File: config.mk
export PLATFORM = sky130hd
export DESIGN_NAME = mm_host_ctrl
export DESIGN_NICKNAME = d
export VERILOG_FILES = /design/src/rtl/mm_pkg.sv /design/src/rtl/mm_host_ctrl.sv
export SDC_FILE = /design/constraint.sdc
export NUM_CORES = 1
export LEC_CHECK = 0
export CAP_MARGIN = 25
export CELL_PAD_IN_SITES_DETAIL_PLACEMENT = 1
export CELL_PAD_IN_SITES_GLOBAL_PLACEMENT = 2
export CORE_ASPECT_RATIO = 1.75
export CORE_MARGIN = 3
export CORE_UTILIZATION = 29
export DETAILED_ROUTE_END_ITERATION = 16
export GPL_TIMING_DRIVEN = 0
export HOLD_SLACK_MARGIN = 0.06
export PLACE_DENSITY = 0.85
export SLEW_MARGIN = 20
export SYNTH_ARGS = -nofsm -noshare
export SYNTH_HDL_FRONTEND = slang
export SYNTH_SLANG_ARGS = --single-unit
File: constraint.sdc
create_clock -name clk -period 2.2 [get_ports clk]
set_clock_uncertainty 0.15 [all_clocks]
set_input_delay 0.33 -clock clk [delete_from_list [all_inputs] [get_ports clk]]
set_output_delay 0.33 -clock clk [all_outputs]
set_load 0.005 [all_outputs]
File: src/rtl/mm_pkg.sv
// Shared definitions for the mm_wrapper host controller.
//   state_t : controller FSM states
//   res_w   : result element width, 2*DW + clog2(N)
//   addr_w  : bank address width, clog2(N), never narrower than 1 bit
package mm_pkg;

  typedef enum logic [2:0] {
    S_IDLE,
    S_LOAD_A,
    S_LOAD_B,
    S_START,
    S_WAIT,
    S_RD_ROW,
    S_EMIT,
    S_FIN
  } state_t;

  function automatic int res_w(input int n, input int dw);
    return 2 * dw + $clog2(n);
  endfunction

  function automatic int addr_w(input int n);
    return (n <= 2) ? 1 : $clog2(n);
  endfunction

endpackage

File: src/rtl/mm_host_ctrl.sv
// Host-side controller for mm_wrapper.
// Loads matrix A then matrix B from a row-major element stream into the
// wrapper's per-bank ROM write ports, pulses start, waits COMP_CYC cycles,
// then reads the result banks row by row and streams the NxN product out
// in row-major order.
//
// Ports
//   clk, rst              clock, asynchronous active-high reset
//   in_valid/in_ready     input element handshake, in_data = A then B
//   out_valid/out_ready   result element handshake, out_data (RW bits)
//   busy                  high whenever the FSM is not idle
//   done                  one-cycle pulse after the last result beat
//   mat_a_*/mat_b_*       per-bank ROM write ports (data, addr, we)
//   mm_start              one-cycle start pulse to mm_wrapper
//   res_rd_addr/res_data  per-bank result read port (1-cycle latency)
//   cycle_cnt             busy-cycle counter, only with MM_HOST_PERF_EN
//
// Build option: define MM_HOST_PERF_EN to add the cycle_cnt port.
module mm_host_ctrl
  import mm_pkg::*;
#(
  parameter int N        = 4,
  parameter int DW       = 2,
  parameter int COMP_CYC = 64,
  localparam int AW      = addr_w(N),
  localparam int RW      = res_w(N, DW)
) (
  input  logic          clk,
  input  logic          rst,
  input  logic          in_valid,
  output logic          in_ready,
  input  logic [DW-1:0] in_data,
  output logic          out_valid,
  input  logic          out_ready,
  output logic [RW-1:0] out_data,
  output logic          busy,
  output logic          done,
  output logic [DW-1:0] mat_a_data  [0:N-1],
  output logic [AW-1:0] mat_a_addr  [0:N-1],
  output logic [0:N-1]  mat_a_we,
  output logic [DW-1:0] mat_b_data  [0:N-1],
  output logic [AW-1:0] mat_b_addr  [0:N-1],
  output logic [0:N-1]  mat_b_we,
  output logic          mm_start,
  output logic [AW-1:0] res_rd_addr [0:N-1],
  input  logic [RW-1:0] res_data    [0:N-1]
`ifdef MM_HOST_PERF_EN
  ,
  output logic [31:0]   cycle_cnt
`endif
);

  localparam int WCW = $clog2(COMP_CYC + 1);
  localparam logic [2*AW-1:0] K_LAST = '1;   // N*N-1, N is a power of two
  localparam logic [AW-1:0]   IX_LAST = '1;  // N-1
  localparam logic [WCW-1:0]  W_LAST = WCW'(COMP_CYC - 1);

  state_t          state_q, state_d;
  logic [2*AW-1:0] k_q, k_d;
  logic [WCW-1:0]  wait_q, wait_d;
  logic [AW-1:0]   row_q, row_d;
  logic [AW-1:0]   col_q, col_d;
  logic            fresh_q, fresh_d;
  logic            busy_q, done_q, start_q, out_valid_q, in_ready_q;
  logic [RW-1:0]   rowbuf_q [0:N-1];

  logic [AW-1:0]   kr, kc;
  logic            ld_a, ld_b, rd_phase;

  assign kr = k_q[2*AW-1:AW];
  assign kc = k_q[AW-1:0];

  // Next-state logic
  always_comb begin
    state_d = state_q;
    k_d     = k_q;
    wait_d  = wait_q;
    row_d   = row_q;
    col_d   = col_q;
    fresh_d = fresh_q;
    case (state_q)
      S_IDLE: begin
        // Entry cycle only; the element is taken on the next cycle.
        if (in_valid) begin
          state_d = S_LOAD_A;
          k_d     = '0;
        end
      end
      S_LOAD_A: begin
        if (in_valid) begin
          k_d = k_q + 1'b1;
          if (k_q == K_LAST) state_d = S_LOAD_B;
        end
      end
      S_LOAD_B: begin
        if (in_valid) begin
          k_d = k_q + 1'b1;
          if (k_q == K_LAST) state_d = S_START;
        end
      end
      S_START: begin
        state_d = S_WAIT;
        wait_d  = '0;
        row_d   = '0;
      end
      S_WAIT: begin
        if (wait_q == W_LAST) state_d = S_RD_ROW;
        else                  wait_d  = wait_q + 1'b1;
      end
      S_RD_ROW: begin
        state_d = S_EMIT;
        col_d   = '0;
        fresh_d = 1'b1;
      end
      S_EMIT: begin
        fresh_d = 1'b0;
        if (out_ready) begin
          col_d = col_q + 1'b1;
          if (col_q == IX_LAST) begin
            if (row_q == IX_LAST) begin
              state_d = S_FIN;
            end else begin
              row_d   = row_q + 1'b1;
              state_d = S_RD_ROW;
            end
          end
        end
      end
      S_FIN:   state_d = S_IDLE;
      default: state_d = S_IDLE;
    endcase
  end

  // State and registered control outputs
  always_ff @(posedge clk or posedge rst) begin
    if (rst) begin
      state_q     <= S_IDLE;
      k_q         <= '0;
      wait_q      <= '0;
      row_q       <= '0;
      col_q       <= '0;
      fresh_q     <= 1'b0;
      busy_q      <= 1'b0;
      done_q      <= 1'b0;
      start_q     <= 1'b0;
      out_valid_q <= 1'b0;
      in_ready_q  <= 1'b0;
    end else begin
      state_q     <= state_d;
      k_q         <= k_d;
      wait_q      <= wait_d;
      row_q       <= row_d;
      col_q       <= col_d;
      fresh_q     <= fresh_d;
      busy_q      <= (state_d != S_IDLE);
      done_q      <= (state_d == S_FIN);
      start_q     <= (state_d == S_START);
      out_valid_q <= (state_d == S_EMIT);
      in_ready_q  <= (state_d == S_LOAD_A) || (state_d == S_LOAD_B);
    end
  end

  // Row buffer: captured on the first EMIT cycle, when the bank read issued
  // in RD_ROW has landed on res_data.
  always_ff @(posedge clk) begin
    if (state_q == S_EMIT && fresh_q) rowbuf_q <= res_data;
  end

  assign ld_a     = (state_q == S_LOAD_A);
  assign ld_b     = (state_q == S_LOAD_B);
  assign rd_phase = (state_q == S_RD_ROW) || (state_q == S_EMIT);

  // Bank write demux: A(r,c) -> bank r addr c, B(r,c) -> bank c addr r.
  always_comb begin
    for (int i = 0; i < N; i++) begin
      mat_a_we[i]    = in_valid && ld_a && (kr == AW'(i));
      mat_a_addr[i]  = ld_a ? kc : '0;
      mat_a_data[i]  = ld_a ? in_data : '0;
      mat_b_we[i]    = in_valid && ld_b && (kc == AW'(i));
      mat_b_addr[i]  = ld_b ? kr : '0;
      mat_b_data[i]  = ld_b ? in_data : '0;
      // Address held through EMIT so res_data stays on the current row.
      res_rd_addr[i] = rd_phase ? row_q : '0;
    end
  end

  // First EMIT beat comes straight from the bank outputs; later beats from
  // the captured copy. Both carry the same row, so out_data is stable.
  assign out_data  = out_valid_q ? (fresh_q ? res_data[col_q] : rowbuf_q[col_q]) : '0;
  assign out_valid = out_valid_q;
  assign in_ready  = in_ready_q;
  assign busy      = busy_q;
  assign done      = done_q;
  assign mm_start  = start_q;

`ifdef MM_HOST_PERF_EN
  logic [31:0] cnt_q, cnt_d;

  // Clears when a load begins, counts every busy cycle, holds while idle.
  always_comb begin
    cnt_d = cnt_q;
    if (state_q != S_IDLE) cnt_d = cnt_q + 32'd1;
    else if (in_valid)     cnt_d = '0;
  end

  always_ff @(posedge clk or posedge rst) begin
    if (rst) cnt_q <= '0;
    else     cnt_q <= cnt_d;
  end

  assign cycle_cnt = cnt_q;
`endif

endmodule

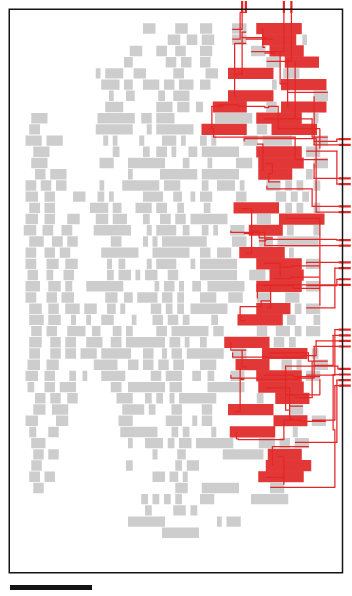
(run_1/port_trees.png)
Scale bar: 20 um.
[red] res_data | bits: 24 | direction: input | edge: 20 right, 4 top | end cells: 36 | buffers: 24 | wire: 965 um

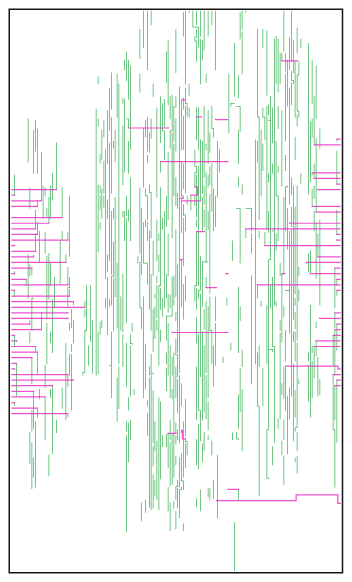
(run_1/layers.png)
Two of the layers only.
[green] M2 | wire length: 4,950 um
[magenta] M3 | wire length: 578 um

==> impl_report.txt, run 1 <==
==== FLOW RESULTS ====
----------------------------------------------------
[Run status]
  Run status ........................ finished clean

[Global route]
  Global-route usage over all layers ........................ 16.8%
  Remaining global-route overflow ........................ 0
  Global-route wire length before repair ........................ 14.0 mm

[Worst setup path]
  Critical path origin ........................ col_q[1]
  Reg-to-reg critical path startpoint ........................ state_q[0]
  Crit path required time ........................ 1720 ps
  CP Max Fanout ........................ 5

[Logic synthesis]
  Synthesized netlist cell count ........................ 262
  Count of yosys warnings during synthesis ........................ 0
  Chip area from the yosys synthesis statistics ........................ 0.00282 mm^2
  Synth Seq Share ........................ 46.9%
  Number of cells in the yosys synthesis report ........................ 262

[Floorplan]
  Die outline width ........................ 80.5 um
  Die Size ........................ 0.0110 mm^2
  Die Height ........................ 136 um

[Clock tree]
  Root buffer cell ........................ clkbuf_16
  Clock-pin transition on the worst setup and hold timing paths ........................ 70 ps
  # clock sinks ........................ 48

[Routing]
  Total number of vias ........................ 2,518
  Amount of wire on met2 after detailed routing ........................ 4.95 mm
  Number of antenna-violating nets in the routed design ........................ 0
  Routed wire length ........................ 8.91 mm
  Number of vias per cell ........................ 4.83

[Power and ir drop]
  Part of the power in combinational logic ........................ 57.7%
  Proportion of power drawn by the clock network ........................ 17.1%
  Switching share of power ........................ 35.6%
  Static Leak ........................ 2.08 nW
  Internal power ........................ 3.30 mW

[STA]
  Final count of pins violating max slew ........................ 0
  Fmax ........................ 456 MHz
  Final-layout setup total negative slack ........................ 0 ps
  Headroom to the max-slew limit ........................ 64.0%
  Slew @ Worst Pin ........................ 540 ps

[Place]
  Number of placed cells counting well taps ........................ 472
  DP Wirelength ........................ 6.21 mm

[Finish]
  Most common cell after layout, fill and taps aside ........................ buf_4
  Synthesis-to-layout area growth ........................ 59.2%
  Fraction of final layout cells with drive strength greater than 1 ........................ 41.4%

[Job]
  Count of tool warnings ........................ 31
  Max-cap violations ........................ 0

[Min path]
  Class of the tightest hold or removal check ........................ input pin to async pin

----------------------------------------------------
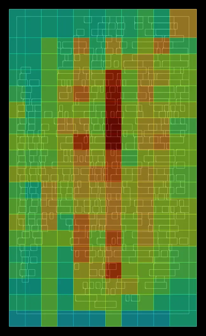
(run_1/congestion_map.png)
met1 track utilization from global routing: 16.9%
Global Route met3 Usage: 4.18%

run 1: Yosys cell counts, drive strengths merged, types with 2 or more instances:
cell type	n	share of area, %
buf	43	11
dfrtp	24	21
edfxtp	24	26
nand2	20	2.7
inv	16	2.1
o21ai	16	2.8
nor2	13	2.0
mux4	12	9.6
nand3	12	2.1
a21oi	10	1.8
nor3	10	1.8
and3	8	1.8
ha	7	3.1
and2	6	1.3
nand2b	4	0.89
nor2b	4	0.89
a2bb2oi	3	0.93
a31oi	3	0.67
and4	3	0.93
mux2i	3	1.1
o211ai	3	0.80
clkbuf	2	0.27
nand4	2	0.44
run 1: timing repair:
| item | 4_1_cts | 5_1_grt |
|---|---|---|
| cloned | 1 | 0 |
| gates resized | 167 | 18 |
| buffers inserted | 31 | 10 |
| pin swaps | 10 | 5 |
| setup endpoints to repair | 78 | 28 |
run 1: flip-flops by register name, indices dropped and copies added, names as in the netlist:
signal	count
k_q	4
busy	1
wait_q	7
col_q	2
in_ready	1
row_q	2
done	1
fresh_q	1
rowbuf_q	24
mm_start	1
out_valid	1
state_q	3
run 1: cell families after synthesis:
group | after synthesis | share of synthesized area [%]
and+or+nand+nor | 89 | 16.9
buffers and inverters | 61 | 13.2
DFF | 48 | 46.9
AOI/OAI and AO/OA | 41 | 8.88
muxes | 15 | 10.7
adders and majority gates | 8 | 3.46
run 1: cell type report:
cell class,instances,area (um^2)
fillers,1063,4980
flip-flops and latches,48,1320
multi-input cells,153,1260
repair buffers,130,1140
plain buffers,44,385
well taps,122,153
clock buffers,5,125
inverters,16,63.8
clock inverters,3,42.5
run 1: power by group through the flow:
stage	sequential [mW]	combinational, mW	clock [mW]
after global placement	1.28	2.23	0
final	1.29	2.95	0.873
after CTS	1.28	2.88	0.905
after global routing	1.32	3.23	0.939
after detailed placement	1.29	2.28	0
after floorplan	1.26	1.40	0
run 1: path summary, 6_finish.rpt:
kind / endpoint / slack (ps) / depth (start not counted)
hold / removal: wait_q[4] / 110 / 2
max in group asynchronous: state_q[2] / 1420 / 3
hold reg to reg: wait_q[6] / 390 / 1
setup / recovery: out_data[1] / 6 / 6
setup reg to reg: rowbuf_q[20] / 90 / 4
min in group clk: wait_q[6] / 390 / 1
run 1: critical path, stage by stage, from the launching register on:
cell	delay, ps
dfrtp_1	370
buf_6	150
buf_12	120
mux4_2	480
nand3_1	90
o21ai_0	80
buf_2	130
run 1: layer usage:
metal,vias up,track usage [%]
met2,96,31.5
li1,1182,-
met1,1225,16.9
met3,15,4.18
met5,-,0
met4,0,7.61
run 1: per-stage QoR:
step / util, % / setup WS [ps]
after floorplan: - / 269
after global placement: 40.7 / -262
after detailed placement: 40.7 / -296
after CTS: 46.7 / -98.1
after global routing: 47.4 / -74.0
final: 47.4 / 5.77
==> run 1 -> run 2 <==
--- a/config.mk
+++ b/config.mk
@@ -11,6 +11,7 @@
 export CORE_ASPECT_RATIO = 1.75
 export CORE_MARGIN = 3
 export CORE_UTILIZATION = 29
+export CTS_CLUSTER_SIZE = 30
 export DETAILED_ROUTE_END_ITERATION = 16
 export GPL_TIMING_DRIVEN = 0
 export HOLD_SLACK_MARGIN = 0.06
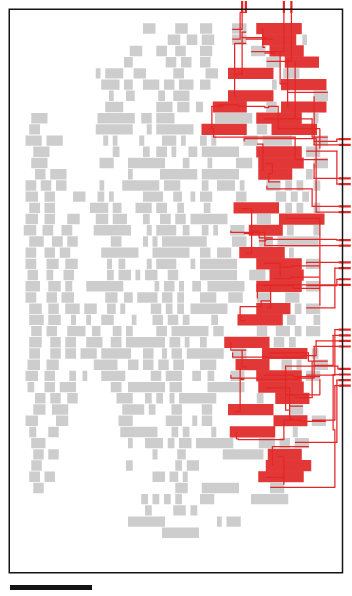
(run_2/port_trees.png)
Scale bar: 20 um.
number of input and output port buffers inserted: 88
IO Pins: 89

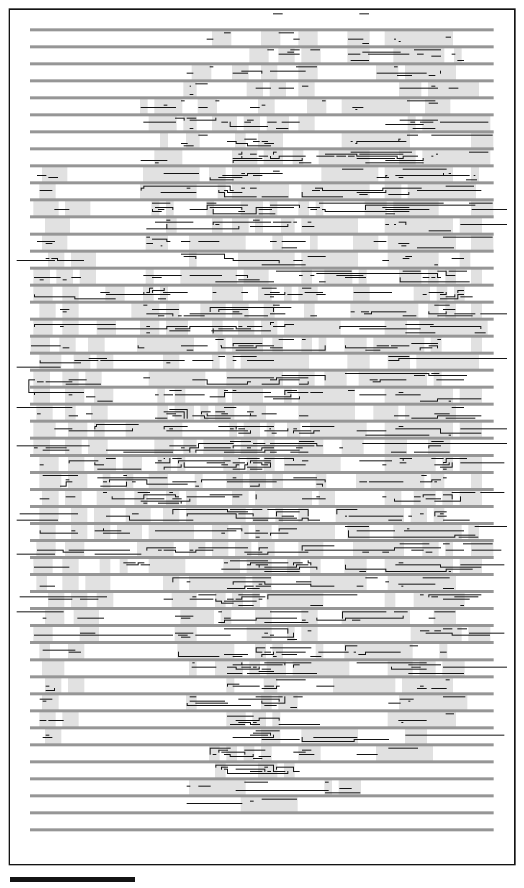
(run_2/m1.png)
Scale bar: 20 um. Supply wires on this layer in grey. Cells faint in the background.
nets with wire on the layer: 380
longest straight run: 23.0 um
share of all routed wire: 35%
main direction: horizontal
wire length on this layer: 3,120 um

==> impl_report.txt, run 2 <==
==== FLOW RESULTS ====
----------------------------------------------------
[Run status]
  Run status ........................ finished clean

[Logic synthesis]
  Count of yosys warnings during synthesis ........................ 0
  Mux area share ........................ 10.7%
  Share of the synthesized area in the top cell type ........................ 25.6%
  Chip area from the yosys synthesis statistics ........................ 0.00282 mm^2
  XOR/XNOR Fraction of Synth Area ........................ 0%
  And+or+nand+nor area frac ........................ 16.9%
  Commonest cells in the netlist ........................ 31 x buf_4, 24 x dfrtp_1, 24 x edfxtp_1, 20 x nand2_1, 16 x inv_1
  Share of synthesized cell area in full adder, half adder and majority cells ........................ 3.46%
  Synthesized-area fraction occupied by ao, oa, aoi and oai cells ........................ 8.88%
  Synth Seq Share ........................ 46.9%

[STA]
  Setup ws final ........................ 5.77 ps
  Fmax ........................ 456 MHz
  Headroom to the max-slew limit ........................ 64.0%

[Finish]
  Number of flip-flops under the largest register name ........................ 24
  Most common cell after layout, fill and taps aside ........................ buf_4
  Synthesis-to-layout area growth ........................ 59.2%
  Largest Register ........................ rowbuf_q

[Worst setup path]
  Delay of the slowest cell on the worst path ........................ 480 ps
  Setup slack of the most critical reg-to-reg path ........................ 90 ps
  Cells traversed along the worst timing path ........................ buf_6, buf_12, mux4_2, nand3_1, o21ai_0, buf_2
  Critical path origin ........................ col_q[1]
  Worst R2R Path Depth ........................ 4
  Reg-to-reg critical path startpoint ........................ state_q[0]

[Routing]
  Total number of vias ........................ 2,518
  Number of antenna-violating nets in the routed design ........................ 0

[Global route]
  Global-route wire length before repair ........................ 14.0 mm

[Floorplan]
  Die outline width ........................ 80.5 um

[Power and ir drop]
  Static Leak ........................ 2.08 nW

[Job]
  Count of tool warnings ........................ 31

[Place]
  DP Wirelength ........................ 6.21 mm
  Worst slack at placement ........................ -296 ps

[Clock tree]
  # clock sinks ........................ 48
  Root buffer cell ........................ clkbuf_16

[Min path]
  Class of the tightest hold or removal check ........................ input pin to async pin

----------------------------------------------------
run 2: cell counts in the layout (fill, tap and decap cells not counted):
Identical to the previous run, type by type.
run 2: metrics by stage:
step / hold WS, ps / instance area (um^2) / utilization [%] / power [mW] / TNS, ps
final: 108 / 4490 / 47.4 / 5.12 / 0
after floorplan: 195 / 2820 / - / 2.65 / 0
after global placement: 353 / 3850 / 40.7 / 3.51 / -11470
after global routing: 125 / 4490 / 47.4 / 5.49 / -350
after CTS: 392 / 4420 / 46.7 / 5.06 / -486
after detailed placement: 373 / 3850 / 40.7 / 3.57 / -14230
run 2: metal layers:
| layer | GRT usage (%) | routed length, um | part of all wire, % | vias to the layer above |
|---|---|---|---|---|
| met5 | 0 | 0 | 0 | - |
| met4 | 7.61 | 259 | 2.9 | 0 |
| met3 | 4.18 | 577 | 6.5 | 15 |
| met2 | 31.5 | 4950 | 56 | 96 |
| met1 | 16.9 | 3120 | 35 | 1225 |
| li1 | - | - | - | 1182 |
run 2: area by class of cell:
class / instances / area, um^2
timing repair buffer: 130 / 1140
clock buffer: 5 / 125
tap: 122 / 153
inverter: 16 / 63.8
fill: 1063 / 4980
clock inverter: 3 / 42.5
multi-input combinational: 153 / 1260
sequential: 48 / 1320
buffer: 44 / 385
run 2: kinds of logic (layout without fill, tap and decap cells):
group | after synthesis | after routing
compound gates | 41 | 41
fa+ha+maj | 8 | 8
buf+inv | 61 | 198
flops | 48 | 48
mux | 15 | 15
simple gates | 89 | 89
run 2: how the worst max path moves through the flow:
stage	endpoint	slack, ps
floorplan	rowbuf_q[0]	270
finish	out_data[1]	6
detailed placement	mat_a_addr[5]	-300
CTS	out_data[0]	-100
global placement	mat_a_addr[5]	-260
global route	out_data[0]	-70
run 2: worst max-delay path, delay by kind of cell (launching register included):
family	cells	cell delay, ps
AND/OR/NAND/NOR	1	90
multiplexers	1	480
flip-flops	1	370
AND-OR/OR-AND	1	80
buffers and inverters	3	400
run 2: report_power, final:
part | switching (mW) | internal, mW
Sequential | 0.156 | 1.14
Combinational | 1.33 | 1.63
Clock | 0.339 | 0.534
Total | 1.82 | 3.30
run 2: timing repair:
action,4_1_cts,5_1_grt
cloned,1,0
resized,167,18
setup buffers,31,10
endpoints found under the setup margin,78,28
pin swaps,10,5
hold buffers,0,0
==> run_2/layers.png <==
Two of the layers only.
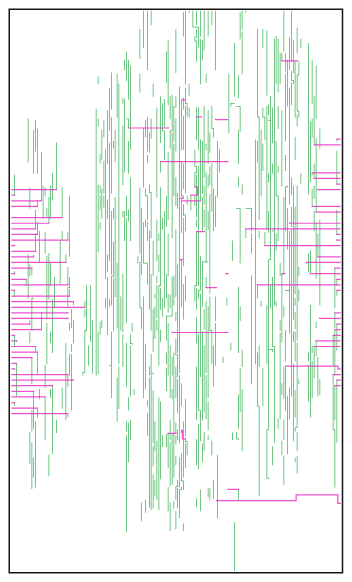

==> run 2 -> run 3 <==
==> constraint.sdc (replaced) <==
create_clock -name clk -period 2.5 [get_ports clk]
set_clock_uncertainty 0.15 [all_clocks]
set_input_delay 0.375 -clock clk [delete_from_list [all_inputs] [get_ports clk]]
set_output_delay 0.375 -clock clk [all_outputs]
set_load 0.005 [all_outputs]
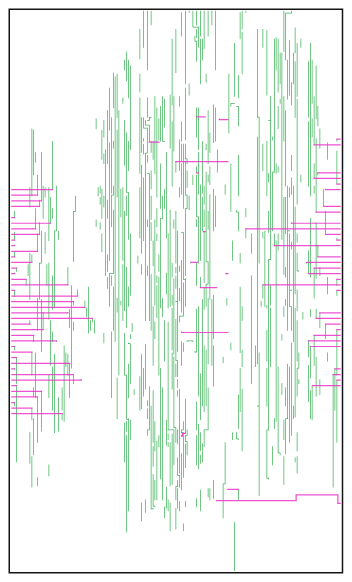
(run_3/layers.png)
Two of the layers only.
[green] M2 | wire length: 4,690 um
[magenta] M3 | wire length: 537 um

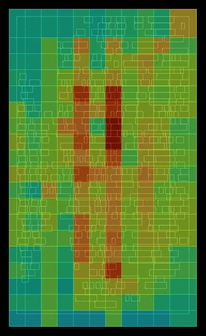
(run_3/congestion_map.png)
wire length per cell: 16.9 um
Global Route met3 Usage: 4.31%

==> impl_report.txt, run 3 <==
==== FLOW RESULTS ====
----------------------------------------------------
[Worst setup path]
  Reg-to-reg critical path startpoint ........................ state_q[0]
  CP Max Fanout ........................ 9
  Crit path required time ........................ 1980 ps
  Worst R2R Path Depth ........................ 4

[Logic synthesis]
  Leading area contributor after synthesis ........................ edfxtp_1
  Dominant kind of combinational cell ........................ simple AND/OR/NAND/NOR gates
  Synthesized-area fraction occupied by ao, oa, aoi and oai cells ........................ 8.88%
  Main area contributors after synthesis ........................ edfxtp_1 26%, dfrtp_1 21%, mux4_2 9.6%, buf_4 8.3%, ha_1 3.1%
  And+or+nand+nor area frac ........................ 16.9%
  XOR/XNOR Fraction of Synth Area ........................ 0%
  Chip area from the yosys synthesis statistics ........................ 0.00282 mm^2

[Routing]
  Routed wire length ........................ 8.47 mm

[Floorplan]
  Die Size ........................ 0.0110 mm^2
  Die outline width ........................ 80.5 um
  IO Pins ........................ 89

[Place]
  Worst slack at placement ........................ -48.3 ps
  DP Wirelength ........................ 6.21 mm

[Finish]
  Synthesis-to-layout area growth ........................ 55.7%
  Number of flip-flops under the largest register name ........................ 24

[STA]
  Final count of pins violating max slew ........................ 0
  Final-layout setup total negative slack ........................ 0 ps
  Setup ws final ........................ 26.1 ps
  Fmax ........................ 404 MHz
  Headroom to the max-slew limit ........................ 63.8%

[Min path]
  Class of the tightest hold or removal check ........................ input pin to async pin

[Power and ir drop]
  Psw ........................ 1.50 mW
  Proportion of power drawn by the clock network ........................ 18.0%
  Internal power ........................ 2.78 mW

[Job]
  Count of tool warnings ........................ 29
  Max-cap violations ........................ 0

[Run status]
  Run status ........................ finished clean

[Global route]
  Remaining global-route overflow ........................ 0

----------------------------------------------------
==> run 3: cell counts after synthesis <==
No cell type changed its count.
==> run 3: stage by stage <==
| step | hold WS [ps] | area (um^2) | total power, mW |
|---|---|---|---|
| 2_1_floorplan | 240 | 2820 | 2.33 |
| 3_3_place_gp | 353 | 3850 | 3.09 |
| 3_5_place_dp | 373 | 3850 | 3.14 |
| 4_1_cts | 392 | 4210 | 4.21 |
| 5_1_grt | 169 | 4390 | 4.61 |
| 6_report | 151 | 4390 | 4.29 |
==> run 3: area by class of cell <==
class / count / area [um^2] / area share [%]
Clock buffer: 5 / 125 / 2.85
Sequential cell: 48 / 1320 / 30.1
Inverter: 16 / 63.8 / 1.45
Tap cell: 122 / 153 / 3.48
Buffer: 42 / 345 / 7.87
Multi-Input combinational cell: 153 / 1220 / 27.9
Clock inverter: 3 / 42.5 / 0.969
Timing Repair Buffer: 111 / 1110 / 25.3
==> run 3: kinds of logic (layout without fill, tap and decap cells) <==
| kind of cell | Yosys count | in the layout |
|---|---|---|
| compound gates | 41 | 41 |
| fa+ha+maj | 8 | 8 |
| buf+inv | 61 | 177 |
| flops | 48 | 48 |
| mux | 15 | 15 |
| simple gates | 89 | 89 |
==> run 3: critical path, cell delays in order, from the launching register on <==
cell	delay, ps
dfrtp_1	380
buf_6	150
nor2b_2	170
nand2b_4	170
and3_4	200
buf_4	100
clkdlybuf4s50_1	490
==> run 3: layer usage <==
metal	wire, um	track usage [%]	vias to the layer above
met3	536	4.31	11
met1	3060	16.6	1176
met4	191	6.86	0
met2	4690	29.1	86
met5	0	0	-
li1	-	-	1143
==> run 3: how the worst max path moves through the flow <==
stage	cells past startpoint	from	endpoint	slack, ps
final	6	state_q[1]	res_rd_addr[7]	30
after global routing	6	state_q[1]	res_rd_addr[4]	-70
after CTS	8	state_q[2]	mat_a_addr[5]	9
after detailed placement	5	in_valid	mat_b_we[0]	-50
after global placement	5	in_valid	mat_b_we[0]	-40
after floorplan	3	state_q[0]	rowbuf_q[0]	570
==> run 3: power groups by stage <==
stage | sequential [mW] | combinational (mW) | clock (mW)
6_report | 1.15 | 2.37 | 0.772
2_1_floorplan | 1.10 | 1.23 | 0
3_3_place_gp | 1.13 | 1.96 | 0
4_1_cts | 1.13 | 2.29 | 0.796
3_5_place_dp | 1.13 | 2.00 | 0
5_1_grt | 1.18 | 2.60 | 0.827
==> run 3: repair_timing <==
| item | in CTS | in global routing |
|---|---|---|
| cloned | 0 | 0 |
| buffers inserted | 10 | 12 |
| setup endpoints to repair | 54 | 31 |
| resized | 52 | 22 |
| pin swaps | 3 | 5 |
Power and IR drop assume default switching activity.
